## src/rtl/fetch_unit_pkg.sv

```systemverilog
`default_nettype none
// ============================================================================
//  Module      : fetch_unit_pkg
//  Description : Shared constants for the instruction-fetch front end.
//                Holds the default address width, the default reset PC, the
//                instruction size in bytes and the instruction word width.
//  Ports       : none (package)
//  Revision    : 1.0 - initial release
// ============================================================================
package fetch_unit_pkg;

    localparam int          c_XLEN_DEFAULT     = 32;
    localparam logic [31:0] c_RESET_PC_DEFAULT = 32'h0000_0000;
    localparam int          c_INST_BYTES       = 4;
    localparam int          c_INST_W           = 32;

    // Width of a counter that must hold every value 0..depth inclusive.
    function automatic int cnt_width(input int depth);
        return $clog2(depth + 1);
    endfunction

endpackage : fetch_unit_pkg
`default_nettype wire

```

## src/rtl/fetch_unit_if.sv

```systemverilog
`default_nettype none
// ============================================================================
//  Module      : fetch_unit_if
//  Description : Bundles the instruction-memory request/response channel and
//                the decode-side instruction handshake.
//  Ports       : (interface signals)
//                imem_req_valid/ready/addr : request channel, fetch -> memory
//                imem_rsp_valid/data       : in-order response, no backpressure
//                inst_valid/ready/data/pc  : queue head towards decode
//                modport master            : fetch unit side
//                modport slave             : memory + decode side
//  Revision    : 1.0 - initial release
// ============================================================================
interface fetch_unit_if
    import fetch_unit_pkg::*;
#(
    parameter int XLEN = c_XLEN_DEFAULT
);

    logic                  imem_req_valid;
    logic                  imem_req_ready;
    logic [XLEN-1:0]       imem_req_addr;
    logic                  imem_rsp_valid;
    logic [c_INST_W-1:0]   imem_rsp_data;
    logic                  inst_valid;
    logic                  inst_ready;
    logic [c_INST_W-1:0]   inst_data;
    logic [XLEN-1:0]       inst_pc;

    modport master (
        output imem_req_valid, imem_req_addr,
        input  imem_req_ready,
        input  imem_rsp_valid, imem_rsp_data,
        output inst_valid, inst_data, inst_pc,
        input  inst_ready
    );

    modport slave (
        input  imem_req_valid, imem_req_addr,
        output imem_req_ready,
        output imem_rsp_valid, imem_rsp_data,
        input  inst_valid, inst_data, inst_pc,
        output inst_ready
    );

endinterface : fetch_unit_if
`default_nettype wire

```

## src/rtl/fetch_unit_queue.sv

```systemverilog
`default_nettype none
// ============================================================================
//  Module      : fetch_queue
//  Description : Synchronous FIFO holding {pc, instruction} entries for the
//                fetch front end. Flush empties it in one cycle and wins over
//                push and pop. Storage is not reset; only the head selected
//                by a non-zero count is ever observed.
//  Ports       : clk, rst          - clock, asynchronous active-high reset
//                push_i/push_data_i - write one entry at the tail
//                pop_i              - drop the head entry
//                flush_i            - discard all entries
//                count_o            - number of valid entries (0..DEPTH)
//                head_o             - oldest entry
//  Revision    : 1.0 - initial release
// ============================================================================
module fetch_queue #(
    parameter  int DEPTH   = 4,
    parameter  int WIDTH   = 64,
    localparam int c_CNT_W = $clog2(DEPTH + 1)
) (
    input  wire logic               clk,
    input  wire logic               rst,
    input  wire logic               push_i,
    input  wire logic [WIDTH-1:0]   push_data_i,
    input  wire logic               pop_i,
    input  wire logic               flush_i,
    output logic      [c_CNT_W-1:0] count_o,
    output logic      [WIDTH-1:0]   head_o
);

    localparam int c_PTR_W = $clog2(DEPTH);

    logic [WIDTH-1:0]   mem_q [DEPTH];
    logic [c_PTR_W-1:0] wr_ptr_q;
    logic [c_PTR_W-1:0] rd_ptr_q;
    logic [c_CNT_W-1:0] count_q;
    logic               w_do_push;
    logic               w_do_pop;

    assign w_do_push = push_i && !flush_i;
    assign w_do_pop  = pop_i && !flush_i && (count_q != '0);

    // DEPTH is a power of two, so the pointers wrap naturally.
    always_ff @(posedge clk or posedge rst) begin
        if (rst) begin
            wr_ptr_q <= '0;
            rd_ptr_q <= '0;
            count_q  <= '0;
        end else if (flush_i) begin
            wr_ptr_q <= '0;
            rd_ptr_q <= '0;
            count_q  <= '0;
        end else begin
            if (w_do_push) wr_ptr_q <= wr_ptr_q + c_PTR_W'(1);
            if (w_do_pop)  rd_ptr_q <= rd_ptr_q + c_PTR_W'(1);
            unique case ({w_do_push, w_do_pop})
                2'b10:   count_q <= count_q + c_CNT_W'(1);
                2'b01:   count_q <= count_q - c_CNT_W'(1);
                default: count_q <= count_q;
            endcase
        end
    end

    always_ff @(posedge clk) begin
        if (w_do_push) mem_q[wr_ptr_q] <= push_data_i;
    end

    assign count_o = count_q;
    assign head_o  = mem_q[rd_ptr_q];

endmodule : fetch_queue
`default_nettype wire

```

## src/rtl/fetch_unit.sv

```systemverilog
`default_nettype none
// ============================================================================
//  Module      : fetch_unit
//  Description : Pipelined instruction-fetch front end. Issues word-aligned
//                requests under a credit limit so every response fits in the
//                prefetch queue, tags responses with a return PC, and on a
//                redirect flushes the queue and marks all in-flight responses
//                as stale.
//  Ports       : clk, reset   - clock, asynchronous active-high reset
//                jump_flag    - single-cycle redirect request
//                jump_target  - redirect address (bits [1:0] ignored)
//                bus (master) - imem request/response and decode handshake
//  Revision    : 1.0 - initial release
// ============================================================================
module fetch_unit
    import fetch_unit_pkg::*;
#(
    parameter int              XLEN     = c_XLEN_DEFAULT,
    parameter logic [XLEN-1:0] RESET_PC = XLEN'(c_RESET_PC_DEFAULT),
    parameter int              DEPTH    = 4
) (
    input  wire logic            clk,
    input  wire logic            reset,
    input  wire logic            jump_flag,
    input  wire logic [XLEN-1:0] jump_target,
    fetch_unit_if.master         bus
);

    localparam int                c_CNT_W     = cnt_width(DEPTH);
    localparam int                c_ENT_W     = XLEN + c_INST_W;
    localparam logic [XLEN-1:0]   c_PC_STEP   = XLEN'(c_INST_BYTES);
    localparam logic [c_CNT_W:0]  c_DEPTH_EXT = (c_CNT_W + 1)'(DEPTH);

    logic [XLEN-1:0]    fetch_pc_q, fetch_pc_d;
    logic [XLEN-1:0]    ret_pc_q,   ret_pc_d;
    logic [c_CNT_W-1:0] out_q,      out_d;
    logic [c_CNT_W-1:0] disc_q,     disc_d;

    logic [c_CNT_W-1:0] w_count;
    logic [c_ENT_W-1:0] w_head;
    logic [XLEN-1:0]    w_target;
    logic               w_credit;
    logic               w_req_valid;
    logic               w_req_fire;
    logic               w_inst_valid;
    logic               w_push;
    logic               w_pop;
    logic               w_unused_tgt;

    assign w_target     = {jump_target[XLEN-1:2], 2'b00};
    assign w_unused_tgt = ^jump_target[1:0];

    // Outstanding requests plus queued entries may never exceed DEPTH, so a
    // response always has a free slot and memory never needs backpressure.
    assign w_credit     = ({1'b0, out_q} + {1'b0, w_count}) < c_DEPTH_EXT;
    assign w_req_valid  = !reset && !jump_flag && w_credit;
    assign w_req_fire   = w_req_valid && bus.imem_req_ready;
    assign w_inst_valid = (w_count != '0);
    assign w_pop        = w_inst_valid && bus.inst_ready && !jump_flag;
    // Responses are stale while the discard counter is non-zero.
    assign w_push       = bus.imem_rsp_valid && !jump_flag && (disc_q == '0);

    always_comb begin
        fetch_pc_d = fetch_pc_q;
        ret_pc_d   = ret_pc_q;
        disc_d     = disc_q;
        // No request fires during a redirect, so this covers both cases.
        out_d      = out_q + c_CNT_W'(w_req_fire) - c_CNT_W'(bus.imem_rsp_valid);
        if (jump_flag) begin
            fetch_pc_d = w_target;
            ret_pc_d   = w_target;
            disc_d     = out_d;
        end else begin
            if (w_req_fire) fetch_pc_d = fetch_pc_q + c_PC_STEP;
            if (w_push)     ret_pc_d   = ret_pc_q + c_PC_STEP;
            if (bus.imem_rsp_valid && (disc_q != '0)) disc_d = disc_q - c_CNT_W'(1);
        end
    end

    always_ff @(posedge clk or posedge reset) begin
        if (reset) begin
            fetch_pc_q <= RESET_PC;
            ret_pc_q   <= RESET_PC;
            out_q      <= '0;
            disc_q     <= '0;
        end else begin
            fetch_pc_q <= fetch_pc_d;
            ret_pc_q   <= ret_pc_d;
            out_q      <= out_d;
            disc_q     <= disc_d;
        end
    end

    fetch_queue #(
        .DEPTH (DEPTH),
        .WIDTH (c_ENT_W)
    ) u_queue (
        .clk         (clk),
        .rst         (reset),
        .push_i      (w_push),
        .push_data_i ({ret_pc_q, bus.imem_rsp_data}),
        .pop_i       (w_pop),
        .flush_i     (jump_flag),
        .count_o     (w_count),
        .head_o      (w_head)
    );

    assign bus.imem_req_valid = w_req_valid;
    assign bus.imem_req_addr  = fetch_pc_q;
    assign bus.inst_valid     = w_inst_valid;
    assign bus.inst_data      = w_inst_valid ? w_head[c_INST_W-1:0]       : '0;
    assign bus.inst_pc        = w_inst_valid ? w_head[c_ENT_W-1:c_INST_W] : '0;

    a_invariants : assert property (@(posedge clk) disable iff (reset)
        (disc_q <= out_q) && (({1'b0, out_q} + {1'b0, w_count}) <= c_DEPTH_EXT));

endmodule : fetch_unit
`default_nettype wire

```

## src/flat_wrapper.sv

```systemverilog
// flat-port wrapper written by rule: the top's interface ports become plain ports
module fetch_unit_flat import fetch_unit_pkg::*;
#(
    parameter int              XLEN     = c_XLEN_DEFAULT,
    parameter logic [XLEN-1:0] RESET_PC = XLEN'(c_RESET_PC_DEFAULT),
    parameter int              DEPTH    = 4
)
  (clk, reset, jump_flag, jump_target, bus_imem_req_valid, bus_imem_req_addr, bus_imem_req_ready, bus_imem_rsp_valid, bus_imem_rsp_data, bus_inst_valid, bus_inst_data, bus_inst_pc, bus_inst_ready);
  fetch_unit_if #(.XLEN(XLEN)) bus_i ();
  input  wire logic clk;
  input  wire logic reset;
  input  wire logic jump_flag;
  input  wire logic [XLEN-1:0] jump_target;
  output wire logic [$bits(bus_i.imem_req_valid)-1:0] bus_imem_req_valid;
  output wire logic [$bits(bus_i.imem_req_addr)-1:0] bus_imem_req_addr;
  input wire logic [$bits(bus_i.imem_req_ready)-1:0] bus_imem_req_ready;
  input wire logic [$bits(bus_i.imem_rsp_valid)-1:0] bus_imem_rsp_valid;
  input wire logic [$bits(bus_i.imem_rsp_data)-1:0] bus_imem_rsp_data;
  output wire logic [$bits(bus_i.inst_valid)-1:0] bus_inst_valid;
  output wire logic [$bits(bus_i.inst_data)-1:0] bus_inst_data;
  output wire logic [$bits(bus_i.inst_pc)-1:0] bus_inst_pc;
  input wire logic [$bits(bus_i.inst_ready)-1:0] bus_inst_ready;
  assign bus_imem_req_valid = bus_i.imem_req_valid;
  assign bus_imem_req_addr = bus_i.imem_req_addr;
  assign bus_i.imem_req_ready = bus_imem_req_ready;
  assign bus_i.imem_rsp_valid = bus_imem_rsp_valid;
  assign bus_i.imem_rsp_data = bus_imem_rsp_data;
  assign bus_inst_valid = bus_i.inst_valid;
  assign bus_inst_data = bus_i.inst_data;
  assign bus_inst_pc = bus_i.inst_pc;
  assign bus_i.inst_ready = bus_inst_ready;
  fetch_unit #(.XLEN(XLEN), .RESET_PC(RESET_PC), .DEPTH(DEPTH)) u_core (.clk(clk), .reset(reset), .jump_flag(jump_flag), .jump_target(jump_target), .bus(bus_i));
endmodule
```

## config.mk

```make
export PLATFORM = sky130hd
export DESIGN_NAME = fetch_unit_flat
export DESIGN_NICKNAME = d
export VERILOG_FILES = /design/src/rtl/fetch_unit_pkg.sv /design/src/rtl/fetch_unit_if.sv /design/src/rtl/fetch_unit_queue.sv /design/src/rtl/fetch_unit.sv /design/src/flat_wrapper.sv
export SDC_FILE = /design/constraint.sdc
export NUM_CORES = 1
export LEC_CHECK = 0
export ABC_AREA = 0
export ABC_CLOCK_PERIOD_IN_PS = 8300
export CORE_UTILIZATION = 44
export CTS_CLUSTER_SIZE = 10
export DETAILED_ROUTE_END_ITERATION = 10
export PLACE_DENSITY = 0.65
export SYNTH_ARGS = -nofsm -noshare
export SYNTH_HDL_FRONTEND = slang
export SYNTH_HIERARCHICAL = 1
export SYNTH_SLANG_ARGS = --single-unit
```

## constraint.sdc

```tcl
create_clock -name clk -period 8.3 [get_ports clk]
set_clock_uncertainty 0.05 [all_clocks]
set_input_delay 1.66 -clock clk [delete_from_list [all_inputs] [get_ports clk]]
set_output_delay 1.66 -clock clk [all_outputs]
set_load 0.005 [all_outputs]
```

Fig. 1: signal wires on met3
(2 px per µm)
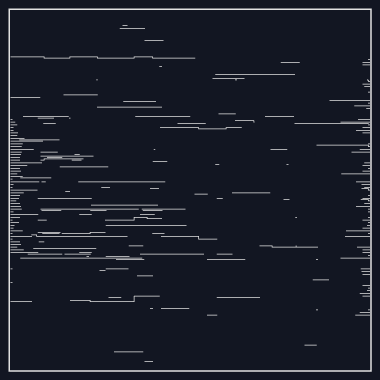
The wires run mostly horizontal. The layer holds 6.5% of the routed length. The longest straight run is 60.7 µm. 161 nets have wire on it. The layer carries 2010 µm of wire.

Fig. 2: clock network drawn from the DEF
(2 px per µm)
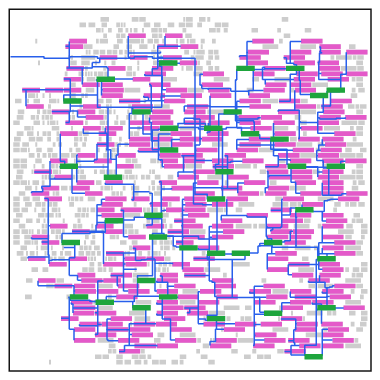
cells driving clock nets: marked green, count 39. clock wires: marked blue, length 3830 µm. flip-flops: marked magenta, count 329.
There are 40 routed clock nets.
Skew-Pair Late Insertion Delay: 510 ps
Power Clock: 0.00149 W

Fig. 3: gate families picked out
(1.5 px per µm)
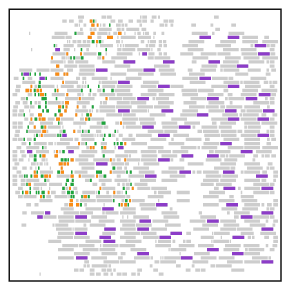
inverting AOI/OAI gates: marked orange, cells 86. multiplexers: marked purple, cells 74, where spread over the die. NAND gates: marked green, cells 124.
Top cell excl fill/tap: edfxtp_1
Comb/total area: 24.4%
final std cells w/o fill: 1478

Fig. 4: metal layers overlaid
(1.5 px per µm)
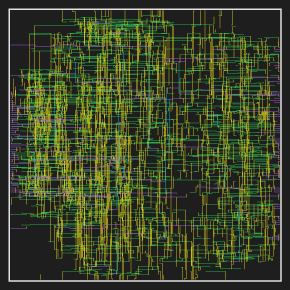
met1: marked green, wire length 13900 µm. met2: marked yellow, wire length 14700 µm. met3: marked purple, wire length 2010 µm. met4: marked cyan, wire length 424 µm.

Fig. 5: clock wiring as the flow saved it
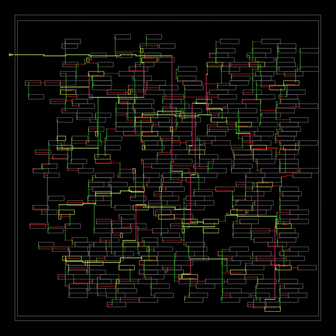
CTS Buf Count: 39
Flops: 329
CLK BUF: 57
clk sink count: 329

==> results_slide.txt <==
Key Metrics from the Run

Clock tree
  • TritonCTS clock tree: yes
  • Post_cts resized: 0
  • Root Driver: clkbuf_16
  • H-tree Lvls: 2
  • CTS max path bufs: 3
  • Post-CTS setup buffer count: 0
  • CTS hold repair buffers: 0
  • Clock transition at path regs: about 50 ps

Logic synthesis
  • Top cells, area: edfxtp_1 (55%), dfrtp_1 (13%), mux4_2 (10%)
  • Ys Warns: 6
  • Cells in synth_stat.txt: ~890
  • Simple share: a little over a tenth
  • AO/OA Area Share: under 10%
  • Xor/xnor share: around 2.5%
  • Area leader share: a little under three fifths
  • Ys flops: approximately 330
  • Syn Inst Count: approximately 890
  • Ys flop type: edfxtp_1
  • Distinct lib cells used: around 56
  • Mapped Area: 14000 µm²
  • Post-synthesis sequential area ratio: between 60% and 70%
  • Flip-flops with a built-in enable: between 200 and 300
  • Logic family by area: multiplexers
  • Post-synth top area cell: edfxtp_1
  • Synthesis area per yosys: between 10000 and 15000 µm²
  • Async SR Flop Fraction: between 20% and 30%
  • Synthesized area per cell: roughly 16 µm²
  • Mux frac, synth: ~11%
  • Adder Share, Synth: under 10%

Hold path
  • Hold Path Origin: u_core/out_q[0]$_DFF_PP0_
  • Worst min path class: reg -> reg
  • Hold Path Depth: 1
  • Hold endpoint: u_core/out_q[0]$_DFF_PP0_

Power
  • Psw: 0.000855 W
  • Internal power: approximately 0.003 W
  • Logic pwr share: roughly 9.9%
  • Net Sw Frac: ~22%
  • Clock share of power: around two fifths
  • Leak: between 5 and 6 nW
  • Largest Pwr Group: sequential cells
  • Overall power: around 0.0038 W
  • Maximum VDD drop: around 0.00012 V
  • Power density cells: about 220 nW/µm²
  • Seq. pwr: roughly 0.0019 W
  • Comb power: 0.000379 W
  • Reg power frac: 50.9%

Floorplan
  • # IOs: 168
  • Die height: between 150 and 200 µm
  • Core footprint: ~31000 µm²
  • Chip Width: between 150 and 200 µm
  • # rows: between 60 and 70
  • Core Util at FP: a little under half
  • Chip area: 32500 µm²

Routing
  • Drt total wl: ~31 mm
  • DR iter-0 viols: 657
  • DR top layer: met4
  • Vias: 8223
  • Routed Antenna Nets: 0
  • DRC: 0
  • Vias per std cell: approximately 5.6
  • DR WL met2: 14.7 mm
  • Wire length on met1: 13.9 mm
  • Routed len/inst: 21.1 µm
  • 1st-pass router iterations: 5
  • Met3 wire length: 2.01 mm

Finish
  • Top cells excl fill/tap: edfxtp_1 (256), clkdlybuf4s50_1 (162), dfrtp_1 (71)
  • Design Area, Final: 17100 µm²
  • Max reg flops: approximately 260
  • Largest Register: u_core/u_queue/mem_q
  • Final antenna diode count: 0
  • Core Util, Final: 55.3%
  • Area Overhead vs Synth: 22.3%
  • Final #Nets: between 1000 and 1500
  • Ratio of cells with drive above 1 in the final layout: 13.4%

GRT
  • First-pass GRT wire length: 49.0 mm
  • Vias in the first global route: 8403
  • GRT Util Overall: between 10% and 20%
  • GRT met3 Usage: 4.08%
  • Total global routing overflow: 0
  • GR Util met2: between 30% and 40%
  • Largest net degree at the start of global routing: between 60 and 70
  • Met1 Use GR: roughly 27%
  • GR peak layer: met2
  • Initial antenna violation count: 0

Critical path
  • Crit Path Class: reg -> out
  • Setup crit start kind: flip-flop
  • Crit-path cells: buf_4 -> mux4_2 -> and2_1 -> clkdlybuf4s50_1
  • Critical path required time: 6590 ps
  • Crit path depth: 4
  • Worst reg-to-reg path cell count: 14
  • CP Max Fanout: 35
  • Crit path max-delay family: buffers and inverters
  • Setup crit end: bus_inst_pc[16]
  • Internal reg-to-reg setup slack: roughly 4500 ps
  • WP buf/inv: 2
  • Crit-path max cell delay: about 890 ps
  • FF-to-FF Start: u_core/u_queue/count_o[1]$_DFFE_PP0P_
  • Arr. time, crit path: roughly 3500 ps
  • Critical path capture point type: output pin
  • Crit path from: u_core/u_queue/rd_ptr_q[0]$_DFFE_PP0P_
  • Max stage delay cell, worst path: dfrtp_4
  • Worst r2r dst: u_core/disc_q[2]$_DFFE_PP0P_

STA
  • Tmin final: slightly above 5000 ps
  • Final Cycle Share: roughly 62%
  • Fin Setup TNS: 0 ps
  • Final hold violation count: 0
  • Worst-Margin Slew: 1140 ps
  • FMAX: between 0.15 and 0.2 GHz
  • Worst slew margin: 23.2%
  • RSZ-0062 raised after global routing: false
  • Slew Viols, Final: 0
  • Hold_ws: about 500 ps
  • Setup slack after layout: 3130 ps
  • # setup viols final: 0

Placed design
  • GP Congestion: about 0.83
  • Placed inst area: between 15000 and 20000 µm²
  • PortBufs: 163
  • Worst slack, placed: about 2900 ps
  • HPWL Detailed: 18.6 mm
  • Dpl cells: between 1000 and 1500

Flow run
  • Tool warnings: 32
  • Max-Cap Viols: 0

Run status
  • Status: finished, final reports clean
-- cells in the mapped netlist (7+ instances only) --
cell type	count
nor2_1	26
nor3_1	13
mux4_2	64
nand2_1	58
ha_1	12
nand3_1	32
buf_2	8
xor2_1	8
nand4_1	21
o311ai_0	9
nor4_1	8
a21oi_1	7
and3_1	10
dfrtp_1	73
a31oi_1	8
inv_1	19
edfxtp_1	256
mux2_2	7
and2_1	72
o211ai_1	12
clkbuf_1	25
xnor2_1	32
o21ai_0	40
-- layout make-up --
class / count / area [µm²]
flip-flops and latches: 329 / 9520
clock inverters: 2 / 8.76
fillers: 2481 / 13800
inverters: 22 / 82.6
clock buffers: 57 / 1100
repair buffers: 174 / 1710
multi-input cells: 498 / 4170
well taps: 396 / 495
Power is estimated from default activity; no workload was simulated.
